--- src/rtl/pc_gen_pip_pkg.sv ---
// Shared types and helpers for the fetch-stage PC generator.
package pc_gen_pkg;

  typedef enum logic [2:0] {SRC_SEQ, SRC_HOLD, SRC_RET, SRC_JUMP, SRC_BR} pc_src_t;

  localparam int                    ADDR_MAX_W = 64;
  localparam logic [ADDR_MAX_W-1:0] ALIGN_MASK = ~64'h3;

  // Instruction fetches are word-aligned, so redirect targets drop their low two bits.
  function automatic logic [ADDR_MAX_W-1:0] align(input logic [ADDR_MAX_W-1:0] addr);
    return addr & ALIGN_MASK;
  endfunction

endpackage

--- src/rtl/pc_gen_pip_if.sv ---
// Redirect/stall inputs and PC outputs of the fetch-stage PC generator.
interface pc_gen_pip_if #(parameter int WL = 32);
  logic          stall;
  logic          br_taken;
  logic [WL-1:0] br_target;
  logic          jump;
  logic [WL-1:0] jump_target;
  logic          call;
  logic [WL-1:0] link_addr;
  logic          ret;
  logic [WL-1:0] pc_out;
  logic [WL-1:0] pc_next;
  logic          ras_empty;

  modport master (
    output stall, br_taken, br_target, jump, jump_target, call, link_addr, ret,
    input  pc_out, pc_next, ras_empty
  );

  modport slave (
    input  stall, br_taken, br_target, jump, jump_target, call, link_addr, ret,
    output pc_out, pc_next, ras_empty
  );
endinterface

--- src/rtl/pc_gen_pip_ras_stack.sv ---
// Circular return-address stack: overflow overwrites the oldest entry, count saturates.
module ras_stack #(
  parameter int WL        = 32,
  parameter int RAS_DEPTH = 4
) (
  input  logic          CLK,
  input  logic          RST,
  input  logic          push,
  input  logic          pop,
  input  logic [WL-1:0] din,
  output logic [WL-1:0] top,
  output logic          empty
);
  localparam int PW = $clog2(RAS_DEPTH);
  localparam int CW = $clog2(RAS_DEPTH + 1);

  logic [WL-1:0] r_mem [RAS_DEPTH];
  logic [PW-1:0] r_ptr;
  logic [CW-1:0] r_cnt;

  // r_ptr is the next write slot; the top sits one below it (wraps with PW bits).
  assign top   = r_mem[r_ptr - PW'(1)];
  assign empty = (r_cnt == '0);

  always_ff @(posedge CLK) begin
    if (RST) begin
      r_ptr <= '0;
      r_cnt <= '0;
    end else if (push) begin
      r_mem[r_ptr] <= din;
      r_ptr        <= r_ptr + PW'(1);
      if (r_cnt != CW'(RAS_DEPTH)) r_cnt <= r_cnt + CW'(1);
    end else if (pop && !empty) begin
      r_ptr <= r_ptr - PW'(1);
      r_cnt <= r_cnt - CW'(1);
    end
  end
endmodule

--- src/rtl/pc_gen_pip.sv ---
// Fetch-stage PC generator: sequential advance, stall hold, EX branch / ID jump redirects.
// Optional JR $ra prediction via a return-address stack when PC_GEN_RAS_EN is defined.
module pc_gen_pip
  import pc_gen_pkg::*;
#(
  parameter int            WL        = 32,
  parameter logic [WL-1:0] RESET_VEC = '0,
  parameter int            INC       = 4,
  parameter int            RAS_DEPTH = 4
) (
  input logic         CLK,
  input logic         RST,
  pc_gen_pip_if.slave bus
);
  logic [WL-1:0] r_pc;
  logic [WL-1:0] w_pc_next;
  logic [WL-1:0] w_ras_top;
  logic          w_ras_empty;
  logic          w_push;
  logic          w_pop;
  pc_src_t       w_src;

  // An EX redirect squashes the ID instruction, so it also blocks stack updates.
  assign w_push = bus.jump & bus.call & ~bus.stall & ~bus.br_taken;
  assign w_pop  = bus.ret & ~bus.call & ~bus.stall & ~bus.br_taken & ~w_ras_empty;

`ifdef PC_GEN_RAS_EN
  ras_stack #(.WL(WL), .RAS_DEPTH(RAS_DEPTH)) u_ras (
    .CLK   (CLK),
    .RST   (RST),
    .push  (w_push),
    .pop   (w_pop),
    .din   (bus.link_addr),
    .top   (w_ras_top),
    .empty (w_ras_empty)
  );
`else
  logic w_unused;
  assign w_ras_top   = '0;
  assign w_ras_empty = 1'b1;
  assign w_unused    = ^{bus.link_addr, w_push, w_pop};
`endif

  always_comb begin
    w_src = SRC_SEQ;
    if (bus.br_taken)                               w_src = SRC_BR;
    else if (bus.stall)                             w_src = SRC_HOLD;
    else if (bus.ret && !bus.call && !w_ras_empty)  w_src = SRC_RET;
    else if (bus.jump)                              w_src = SRC_JUMP;
  end

  always_comb begin
    w_pc_next = r_pc + WL'(INC);
    case (w_src)
      SRC_BR:   w_pc_next = WL'(align(ADDR_MAX_W'(bus.br_target)));
      SRC_HOLD: w_pc_next = r_pc;
      SRC_RET:  w_pc_next = WL'(align(ADDR_MAX_W'(w_ras_top)));
      SRC_JUMP: w_pc_next = WL'(align(ADDR_MAX_W'(bus.jump_target)));
      default:  w_pc_next = r_pc + WL'(INC);
    endcase
  end

  always_ff @(posedge CLK) begin
    if (RST) r_pc <= RESET_VEC;
    else     r_pc <= w_pc_next;
  end

  assign bus.pc_out    = r_pc;
  assign bus.pc_next   = w_pc_next;
  assign bus.ras_empty = w_ras_empty;
endmodule

--- src/flat_wrapper.sv ---
// flat-port wrapper written by rule: the top's interface ports become plain ports
module pc_gen_pip_flat import pc_gen_pkg::*;
#(
  parameter int            WL        = 32,
  parameter logic [WL-1:0] RESET_VEC = '0,
  parameter int            INC       = 4,
  parameter int            RAS_DEPTH = 4
)
  (CLK, RST, bus_stall, bus_br_taken, bus_br_target, bus_jump, bus_jump_target, bus_call, bus_link_addr, bus_ret, bus_pc_out, bus_pc_next, bus_ras_empty);
  pc_gen_pip_if #(.WL(WL)) bus_i ();
  input logic CLK;
  input logic RST;
  input wire logic [$bits(bus_i.stall)-1:0] bus_stall;
  input wire logic [$bits(bus_i.br_taken)-1:0] bus_br_taken;
  input wire logic [$bits(bus_i.br_target)-1:0] bus_br_target;
  input wire logic [$bits(bus_i.jump)-1:0] bus_jump;
  input wire logic [$bits(bus_i.jump_target)-1:0] bus_jump_target;
  input wire logic [$bits(bus_i.call)-1:0] bus_call;
  input wire logic [$bits(bus_i.link_addr)-1:0] bus_link_addr;
  input wire logic [$bits(bus_i.ret)-1:0] bus_ret;
  output wire logic [$bits(bus_i.pc_out)-1:0] bus_pc_out;
  output wire logic [$bits(bus_i.pc_next)-1:0] bus_pc_next;
  output wire logic [$bits(bus_i.ras_empty)-1:0] bus_ras_empty;
  assign bus_i.stall = bus_stall;
  assign bus_i.br_taken = bus_br_taken;
  assign bus_i.br_target = bus_br_target;
  assign bus_i.jump = bus_jump;
  assign bus_i.jump_target = bus_jump_target;
  assign bus_i.call = bus_call;
  assign bus_i.link_addr = bus_link_addr;
  assign bus_i.ret = bus_ret;
  assign bus_pc_out = bus_i.pc_out;
  assign bus_pc_next = bus_i.pc_next;
  assign bus_ras_empty = bus_i.ras_empty;
  pc_gen_pip #(.WL(WL), .RESET_VEC(RESET_VEC), .INC(INC), .RAS_DEPTH(RAS_DEPTH)) u_core (.CLK(CLK), .RST(RST), .bus(bus_i));
endmodule
--- config.mk ---
export PLATFORM = sky130hd
export DESIGN_NAME = pc_gen_pip_flat
export DESIGN_NICKNAME = d
export VERILOG_FILES = /design/src/rtl/pc_gen_pip_pkg.sv /design/src/rtl/pc_gen_pip_if.sv /design/src/rtl/pc_gen_pip_ras_stack.sv /design/src/rtl/pc_gen_pip.sv /design/src/flat_wrapper.sv
export SDC_FILE = /design/constraint.sdc
export NUM_CORES = 1
export LEC_CHECK = 0
export CORE_MARGIN = 2
export CORE_UTILIZATION = 35
export DETAILED_ROUTE_END_ITERATION = 12
export GPL_ROUTABILITY_DRIVEN = 0
export HOLD_SLACK_MARGIN = 0.06
export PLACE_DENSITY = 0.89
export SYNTH_ARGS = -nofsm -noshare
export SYNTH_HDL_FRONTEND = slang
export SYNTH_SLANG_ARGS = --single-unit
--- constraint.sdc ---
create_clock -name CLK -period 2.65 [get_ports CLK]
set_input_delay 0.3975 -clock CLK [delete_from_list [all_inputs] [get_ports CLK]]
set_output_delay 0.3975 -clock CLK [all_outputs]
set_load 0.03 [all_outputs]
m1.png
The bar under the picture is 20 µm long. Cells faint in the background.
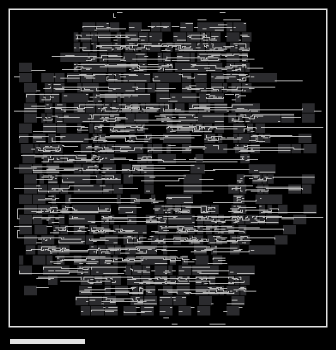
main direction	horizontal
longest straight run	24.4 µm
nets with wire on the layer	439
wire length on this layer	3520 µm
share of all routed wire	42%

m2.png
Cells faint in the background.
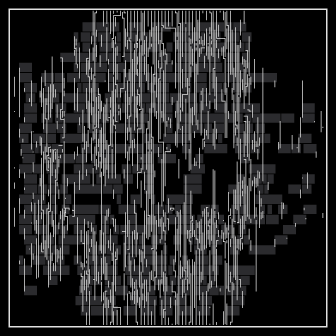
share of all routed wire	51%
longest straight run	30.3 µm
nets with wire on the layer	437
wire length on this layer	4270 µm
main direction	vertical
via count of the routed design: 2926
global routing usage on met2: 40.2%
final wirelength: 8400 µm

==> results.txt <==
Entry: Yosys synthesis followed by OpenROAD place and route.

Synth:
- The run puts the tally of yosys warning messages at 0.
- The run gives the post-synthesis cell type with the largest combined area as sky130_fd_sc_hd__dfxtp_1.
- In this run the mean area of a mapped cell was 7.51 µm².
- The run gives the fraction of the mapped netlist area in adder cells as 0.548%.
- The synthesized netlist occupies a cell area of 2280 µm².
- The run gives the yosys stat cell total as 304.
- The run gives the number of nets at floorplan as 408.
- After synthesis, flip-flops and latches occupy 28.1% of the total area.
- Ranked by total cell area, the synthesized netlist is headed by sky130_fd_sc_hd__dfxtp_1 28%, sky130_fd_sc_hd__a21oi_1 5.5%, sky130_fd_sc_hd__nand2_1 4.9%.
- In the Yosys stats the netlist draws on 47 distinct library cells.
- The run gives the flop and latch count out of synthesis as 32.
- The run gives the post-synthesis xor/xnor area fraction as 6.52%.
- Sorting the synthesized cells by how often they occur yields 32 x sky130_fd_sc_hd__dfxtp_1, 30 x sky130_fd_sc_hd__nand2_1, 25 x sky130_fd_sc_hd__a21oi_1.
- The run gives the simple logic cell fraction of the synthesized area as 28.1%.
- Summing the areas of all compound-gate instances in the mapped netlist gives 31.7% of the synthesized area.
- Among the non-sequential cells, AND-OR/OR-AND gates take the most area.
- The run gives the chip area line of the yosys report as 2280 µm².
- The run gives the dominant register cell in the synthesized netlist as sky130_fd_sc_hd__dfxtp_1.
- The run puts the share of the synthesized area in the top cell type at 28.1%.

Worst hold path:
- The run puts the number of instances on the worst hold path at 2.
- STA shows the worst min-delay path finishing at u_core.bus.pc_out[31]$_SDFF_PP0_.
- The run gives the origin of the worst min-delay path as u_core.bus.pc_out[31]$_SDFF_PP0_.

Global route:
- Global route summary, busiest routing layer listed as met2.
- The run gives the pin count of the biggest net entering global routing as 34.
- The run puts the total track usage at 23.0%.
- The run gives the number of global-route vias before repair as 2835.
- The initial antenna violation count is 0.
- Global routing used 29.0% of the available met1 tracks.

Setup path:
- The run gives the slowest stage cell on the critical path as sky130_fd_sc_hd__nor4_4.
- The run puts the largest incremental delay on the critical path at 370 ps.
- The run puts the number of stages on the worst setup path at 8.
- The run puts the maximum fanout along the worst path at 7.
- STA classifies the critical path endpoint as an output port.
- Counting stages on the worst path, the most repeated cell is sky130_fd_sc_hd__buf_4.
- The critical path ends at bus_pc_next[28].
- The run gives the startpoint class of the critical path as a flop.
- Data on the critical path arrives at its endpoint at 2150 ps.
- The run puts the worst path required time at 2250 ps.
- The run gives the buffering stage count on the worst path with inverters included as 2.
- The critical path in this run is classified as reg2out.
- The number of cells on the worst reg-to-reg path is 8.
- The run gives the worst reg-to-reg setup slack as 770 ps.
- For the worst reg-to-reg path, the endpoint reported by OpenROAD is u_core.bus.pc_out[18]$_SDFF_PP0_.
- The run gives the worst flop-to-flop path startpoint as u_core.bus.pc_out[3]$_SDFF_PP0_.

Clocking:
- After clock tree synthesis, the flow added hold-fix buffers numbering 0.
- In this run the clock root is driven by a sky130_fd_sc_hd__clkbuf_8.
- Gates resized during post-CTS repair numbered 1.
- The number of clock sinks came to 32.
- The run gives the clock tree from TritonCTS as done.
- Looking at the clock tree report, the H-tree level count equals 2.
- The run puts the clock insertion delay at the later pin of the skew report at 280 ps.
- The run puts the TritonCTS buffer count at 5.
- The clock passes through at most 2 buffers.

Final timing:
- The run gives the final tally of max-slew violations as 0.
- The run puts the final tally of setup violations at 0.
- The run gives the shortest period the worst path allows as 2550 ps.
- Across the routed clock network, the largest skew measured is 8.88 ps.
- The run puts the ratio of final minimum period to clock period at 96.2%.
- The run puts the count of endpoints failing hold in the final timing report at 0.
- The run gives the sum of negative setup slack as 0 ps.
- Setup slack on the critical path of the routed design comes to 101 ps.
- The most critical hold endpoint after final layout shows a slack of 625 ps.

Finish:
- Leaving out fill and tap cells, the most frequent cells in the layout are 95 x sky130_fd_sc_hd__clkdlybuf4s50_1, 53 x sky130_fd_sc_hd__buf_4, 30 x sky130_fd_sc_hd__nand2_1, 25 x sky130_fd_sc_hd__a21oi_1, 23 x sky130_fd_sc_hd__dfxtp_1.
- The run gives the number of nets in the finished design as 541.
- The run gives the layout buffer count excluding clock buffers as 149.
- The non-clock inverters instantiated in the layout total 5.
- The run gives the share of the final layout cell area in multi-input gates as 41.4%.
- The run puts the clock buffer instance count of the final layout at 8.
- The finished cells cover 3770 µm².
- The sequential cells in the finished layout cover a total of 652 µm².
- The run gives the combinational gate count as 244.
- The run gives the number of inserted filler cells in the final layout as 594.
- The run puts the clock network area share at 2.39%.
- The run gives the number of antenna cells inserted as 0.
- There are 32 flip-flops and latches.
- The run puts the proportion of layout cells with a drive suffix above 1 at 18.9%.
- The run puts the final core utilization at 59.8%.
- Buffers outside the clock tree occupy 35.9% of the routed design's cell area.
- The run gives the flip-flop count of the largest register, all copies and words added as 32.

Power:
- The run gives the sequential power as 0.570 mW.
- In this run the static leakage power is 1.40 nW.
- Summed over all combinational cells, the power is 0.636 mW.
- The run gives the switching portion of total power as 35.9%.
- The run gives the portion of total power attributed to sequential cells as 35.7%.
- In this run, power in the clock network comes to 0.389 mW.
- The run gives the power density relative to cell area as 423 nW/µm².
- The run puts the peak supply drop at 211 µV.
- The run puts the fraction of power consumed by combinational cells at 39.9%.
- The run puts the net switching power at 0.573 mW.
- The run gives the overall power consumption as 1.60 mW.

Placed design:
- The run puts the worst slack after detailed placement at 237 ps.
- Per the placement report, the placed cell count is 506.
- The run puts the detailed-placement wirelength estimate at 6250 µm.

Floorplanning:
- The run gives the area inside the core boundary as 6310 µm².
- In this run the count of I/O pins placed on the die edge is 168.
- The initialized floorplan defines 29 standard-cell rows.
- Across the placement rows, the number of tap cells is 77.
- The run gives the overall chip area as 7190 µm².
- The run puts the core utilization at floorplan at 36.2%.
- The run puts the die width at 84.8 µm.

Run:
- The run reported a max-capacitance violation count of 0.
- The run gives the count of tool warnings as 64.

Route:
- After detailed routing, the wire length on met1 is 3520 µm.
- The run puts the number of DRC violations after detailed routing at 0.
- The routed design shows a via density per instance of 5.68.
- In the detailed route, the total length drawn on met2 is 4270 µm.
- The run puts the remaining number of nets flagged by the antenna check after routing at 0.
- The run puts the average wire per standard cell at 16.3 µm.
- The run gives the top routing layer in use as met4.
- The run gives the amount of wire on met3 after detailed routing as 502 µm.

Outcome:
- The run finished with clean final reports.
m3.png
The bar under the picture is 20 µm long. Cells faint in the background.
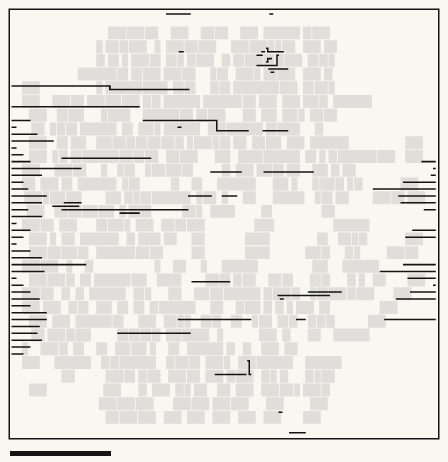
wire length on this layer	502 µm
share of all routed wire	6.0%
met3 Use GR: 4.52%

closeup.png
Window x 6 to 36, y 6 to 36 µm. Cells in grey, sequential cells in the stronger grey; small squares are vias.
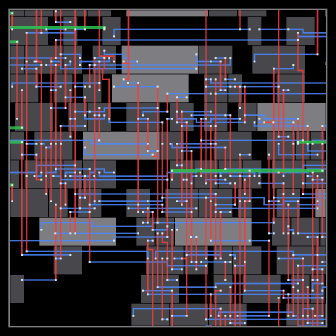
layer	colour
M3	green
M1	blue
M2	red
netlist names of flops here include	u_core.bus.pc_out (6)
sequential cells in the window	6
cells with their middle in the window	70
most frequent	clkdlybuf4s50_1 (9)

No activity file was given, so power comes from the tool's default toggle rates.
